==> config.mk <==
export PLATFORM = sky130hd
export DESIGN_NAME = jump_encoder
export DESIGN_NICKNAME = d
export VERILOG_FILES = /design/src/rtl/mips_pkg.sv /design/src/rtl/jump_field_encode.sv /design/src/rtl/jump_encoder.sv
export SDC_FILE = /design/constraint.sdc
export NUM_CORES = 1
export LEC_CHECK = 0
export CAP_MARGIN = 20
export CELL_PAD_IN_SITES_DETAIL_PLACEMENT = 1
export CELL_PAD_IN_SITES_GLOBAL_PLACEMENT = 1
export CORE_AREA = 3 3 112 114
export DETAILED_ROUTE_END_ITERATION = 6
export DIE_AREA = 0 0 115 117
export MAX_ROUTING_LAYER = met4
export PLACE_DENSITY = 0.81
export SLEW_MARGIN = 20
export SYNTH_ARGS = -nofsm -noshare
export SYNTH_HDL_FRONTEND = slang
export SYNTH_SLANG_ARGS = --single-unit
==> constraint.sdc <==
create_clock -name clk -period 1.5 [get_ports clk]
set_input_delay 0.225 -clock clk [delete_from_list [all_inputs] [get_ports clk]]
set_output_delay 0.225 -clock clk [all_outputs]
set_load 0.005 [all_outputs]
Clock wiring as the flow saved it:
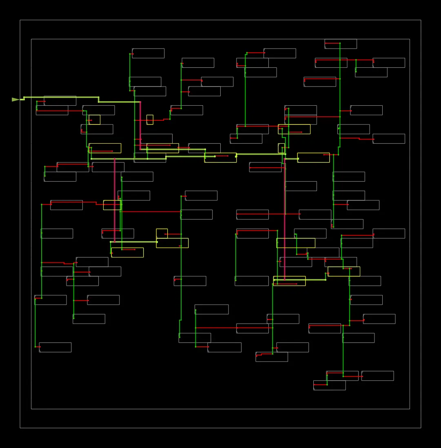
Flops: 79
clock buffer count from CTS: 9
clock insertion delay at the later pin of the skew report: 0.33 ns

Clock wires, drivers and flops:
Bar = 20 um.
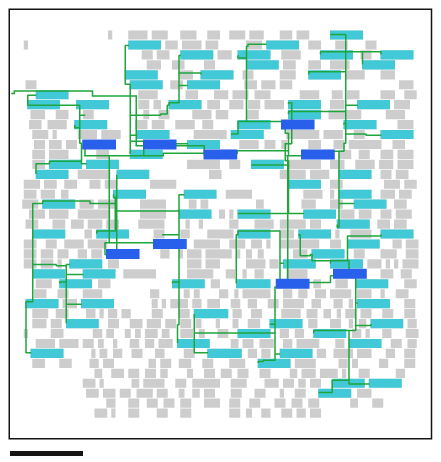
legend:
  blue:
    item: clock drivers
    count: 9
  cyan:
    item: flip-flops
    count: 79
  green:
    item: clock wires
    length: 1070 um
flops lie: widely spread
clk_skew: 0.00652 ns
clock share of power: 18.3%
clock network power consumption: 2.20 mW

Pin placement:
Pins as bars across the die edge, other pins in grey.
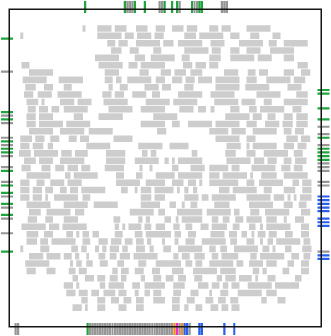
legend:
  green:
    port: out_instr
    pins: 32
    direction: output
    edge: 12 left, 10 top, 9 right, 1 bottom
  magenta:
    port: out_ready
    pins: 1
    direction: input
    edge: bottom
  orange:
    port: out_err
    pins: 2
    direction: output
    edge: bottom
  blue:
    port: err_count
    pins: 16
    direction: output
    edge: 10 right, 6 bottom
all pins by edge: 48 bottom, 28 right, 24 left, 21 top
horizontal die size: 115 um
number of port buffers: 114
Chip Height: 117 um

Wiring by layer:
Bar = 20 um.
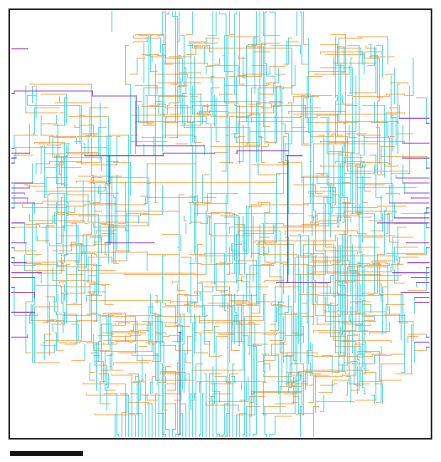
legend:
  blue:
    layer: metal 4
    wire_length: 100 um
  purple:
    layer: metal 3
    wire_length: 362 um
  orange:
    layer: metal 1
    wire_length: 4920 um
  cyan:
    layer: metal 2
    wire_length: 6990 um
average wire per cell in the routed design: 19.2 um
post-detailed-routing wire length: 12.4 mm
total number of vias: 3153
GR Util All Layers: 16.5%

==> impl_metrics.csv <==
group,metric,value,unit
grt,grt_max_degree,36,
placement,gp_congestion,0.792,
floorplan,fp.coreArea,11500,um^2
sta,timing.fmax,0.592,GHz
synthesis,yosys-stat-area,3670,um^2
synthesis,ys_types,43,
min_path,worstHoldPathType,"input port to async pin",
synthesis,count_of_library_flops_with_an_enable_pin,0,
sta,total_count_of_hold_check_failures_in_the_final_report,0,
cells_and_area,largest_register_ffs,30,
synthesis,ys_top_cells_by_count,"78 x sky130_fd_sc_hd__dfrtp_1, 42 x sky130_fd_sc_hd__nor2_1, 33 x sky130_fd_sc_hd__a21oi_1",
synthesis,synth_top_flop_cell,"sky130_fd_sc_hd__dfrtp_1",
sta,timing.final.crit_share,113,%
synthesis,syn-instance-count,321,
outcome,result_of_the_run,"complete, but fails checks",
cells_and_area,area_growth,77.8,%
sta,grt_setup_unrepaired,"yes",
cts,tritoncts,"built",
synthesis,yosysTopAreaCellShare,53.2,%
sta,hold_slack,0.351,ns
floorplan,num_io_pins,121,
critical_path,ff2ff_setup_slack,-0.19,ns
synthesis,cell_with_the_most_instances_after_synthesis,"sky130_fd_sc_hd__dfrtp_1",
critical_path,worstPathRequired,1.75,ns
cts,clk_pin_slew_worst_paths,0.06,ns
grt,use_met3,3.14,%
sta,period_needed,1.69,ns
synthesis,ys.warnings.count,0,
cts,root_buffer,"sky130_fd_sc_hd__clkbuf_16",
job,maxCapViolations,0,
route,drt_drc_violations_left,0,
synthesis,post_synth_instance_area,3670,um^2
grt,grt_use_met1,19.3,%
sta,finalMaxSlewViolations,0,
synthesis,synth_seq_share,53.9,%
critical_path,endpoint_kind,"flop",
synthesis,ys_async_sr_fraction,100,%
critical_path,path_cells,"and4_4 -> and4_4 -> a21oi_4 -> buf_4 -> nand2b_4 -> nor3_4 -> xor2_1",
sta,worst_slack,-0.190,ns
route,drt_first_pass_iters,4,
floorplan,rows,39,
grt,antenna_found_initial,0,
power,power.density_cell_area,1840,nW/um^2
grt,global_route.peak_usage_layer,"met2",
synthesis,postSynthAreaPerCell,11.4,um^2
cells_and_area,finish.cell_count_without_fillers,644,
grt,gr-usage-met2,29.9,%
synthesis,main_area_contributors,"sky130_fd_sc_hd__dfrtp_1 53%, sky130_fd_sc_hd__mux2i_1 7.9%, sky130_fd_sc_hd__mux2_2 7.4%",
floorplan,floorplanUtilization,31.9,%
placement,placement.cell_area,5260,um^2
sta,final-setup-viol-count,73,
grt,global_route_wire_length_before_repair,17.1,mm
critical_path,crit_path_top_delay_cell,"sky130_fd_sc_hd__dfrtp_1",
synthesis,synth_area_leader_cell,"sky130_fd_sc_hd__dfrtp_1",
placement,dpl_worst_slack,-0.658,ns
outcome,failing_checks,"setup timing",
cells_and_area,final_design_area_no_fill,6530,um^2
route,routed_vias_inst,4.90,
sta,total_negative_slack,-5.40,ns
floorplan,floorplan_die_area,13500,um^2
placement,post-dp-hpwl,7.42,mm
power,max-vdd-ir-drop,927,uV
critical_path,timing.critical_path.slowest_cell_delay,0.39,ns
cells_and_area,postLayoutCoreUtil,56.7,%
critical_path,critical_path_arrival,1.94,ns
placement,dpl.cell_count,597,
cts,tritoncts_num_sinks,79,
critical_path,crit_path_max_fanout,6,
critical_path,ff2ff_path_depth,7,
power,power_leakage,3.02,nW
cts,htree_num_levels,3,
cells_and_area,diodes,0,
power,design_power_total,12.0,mW
synthesis,yosys_register_bits,79,
critical_path,worst_path_most_repeated_cell,"sky130_fd_sc_hd__and4_4",
job,openroad.warnings,31,
cells_and_area,post_route_cells_drive_above_1_share,41.5,%
cell type report:
class                   count  area (um^2)
fillers                  1180         4990
flip-flops and latches     79         1980
well taps                 143          179
repair buffers            180         1940
multi-input cells         220         2100
clock inverters             5         57.6
inverters                   7         26.3
clock buffers              10          239
cell usage in the layout (no fill, tap or decap), drive strengths merged, types with 15 or more instances in the layout:
master	Yosys	final
nand2	15	15
a21oi	34	34
clkdlybuf4s50	0	50
mux2i	29	29
nor2	42	42
mux2	29	29
buf	12	61
clkbuf	6	19
dfrtp	78	78
dlymetal6s2s	0	22
dlygate4sd2	0	37
per-layer routing:
| metal | share of wire (%) | wire length [um] |
|---|---|---|
| met4 | 0.80 | 99 |
| met2 | 57 | 6990 |
| met1 | 40 | 4920 |
| met5 | 0 | 0 |
| met3 | 2.9 | 361 |
where the power goes:
part	switching, mW	leakage, nW	internal, mW
clock network	0.873	0.149	1.33
logic	2.47	1.95	3.57
registers	0.732	0.922	3.06
total	4.08	3.02	7.96
timing repair:
item / 4_1_cts / 5_1_grt
resized: 92 / 125
setup endpoints to repair: 85 / 79
gates cloned: 1 / 9
setup buffers: 8 / 14
pin swaps: 22 / 13
hold buffers: 1 / 0
hold endpoints to repair: 22 / 0
worst max-delay path: cells and delay by family, from the launching register on:
family                    cells  cell delay [ns]
DFF                           1             0.39
xor gates and xnor gates      1             0.17
buffers and inverters         1             0.17
and+or+nand+nor               4             0.62
AOI/OAI and AO/OA             1             0.25
cells by family after synthesis:
group	after synthesis	share of synthesized area, %
simple gates	96	14.5
compound gates	44	6.78
other cells	1	0.102
xor+xnor	17	4.05
mux	58	16.8
buf+inv	25	3.58
flops	79	53.9
fa+ha+maj	1	0.341
Power figures rest on the tool's default switching activity, not on a simulated workload.
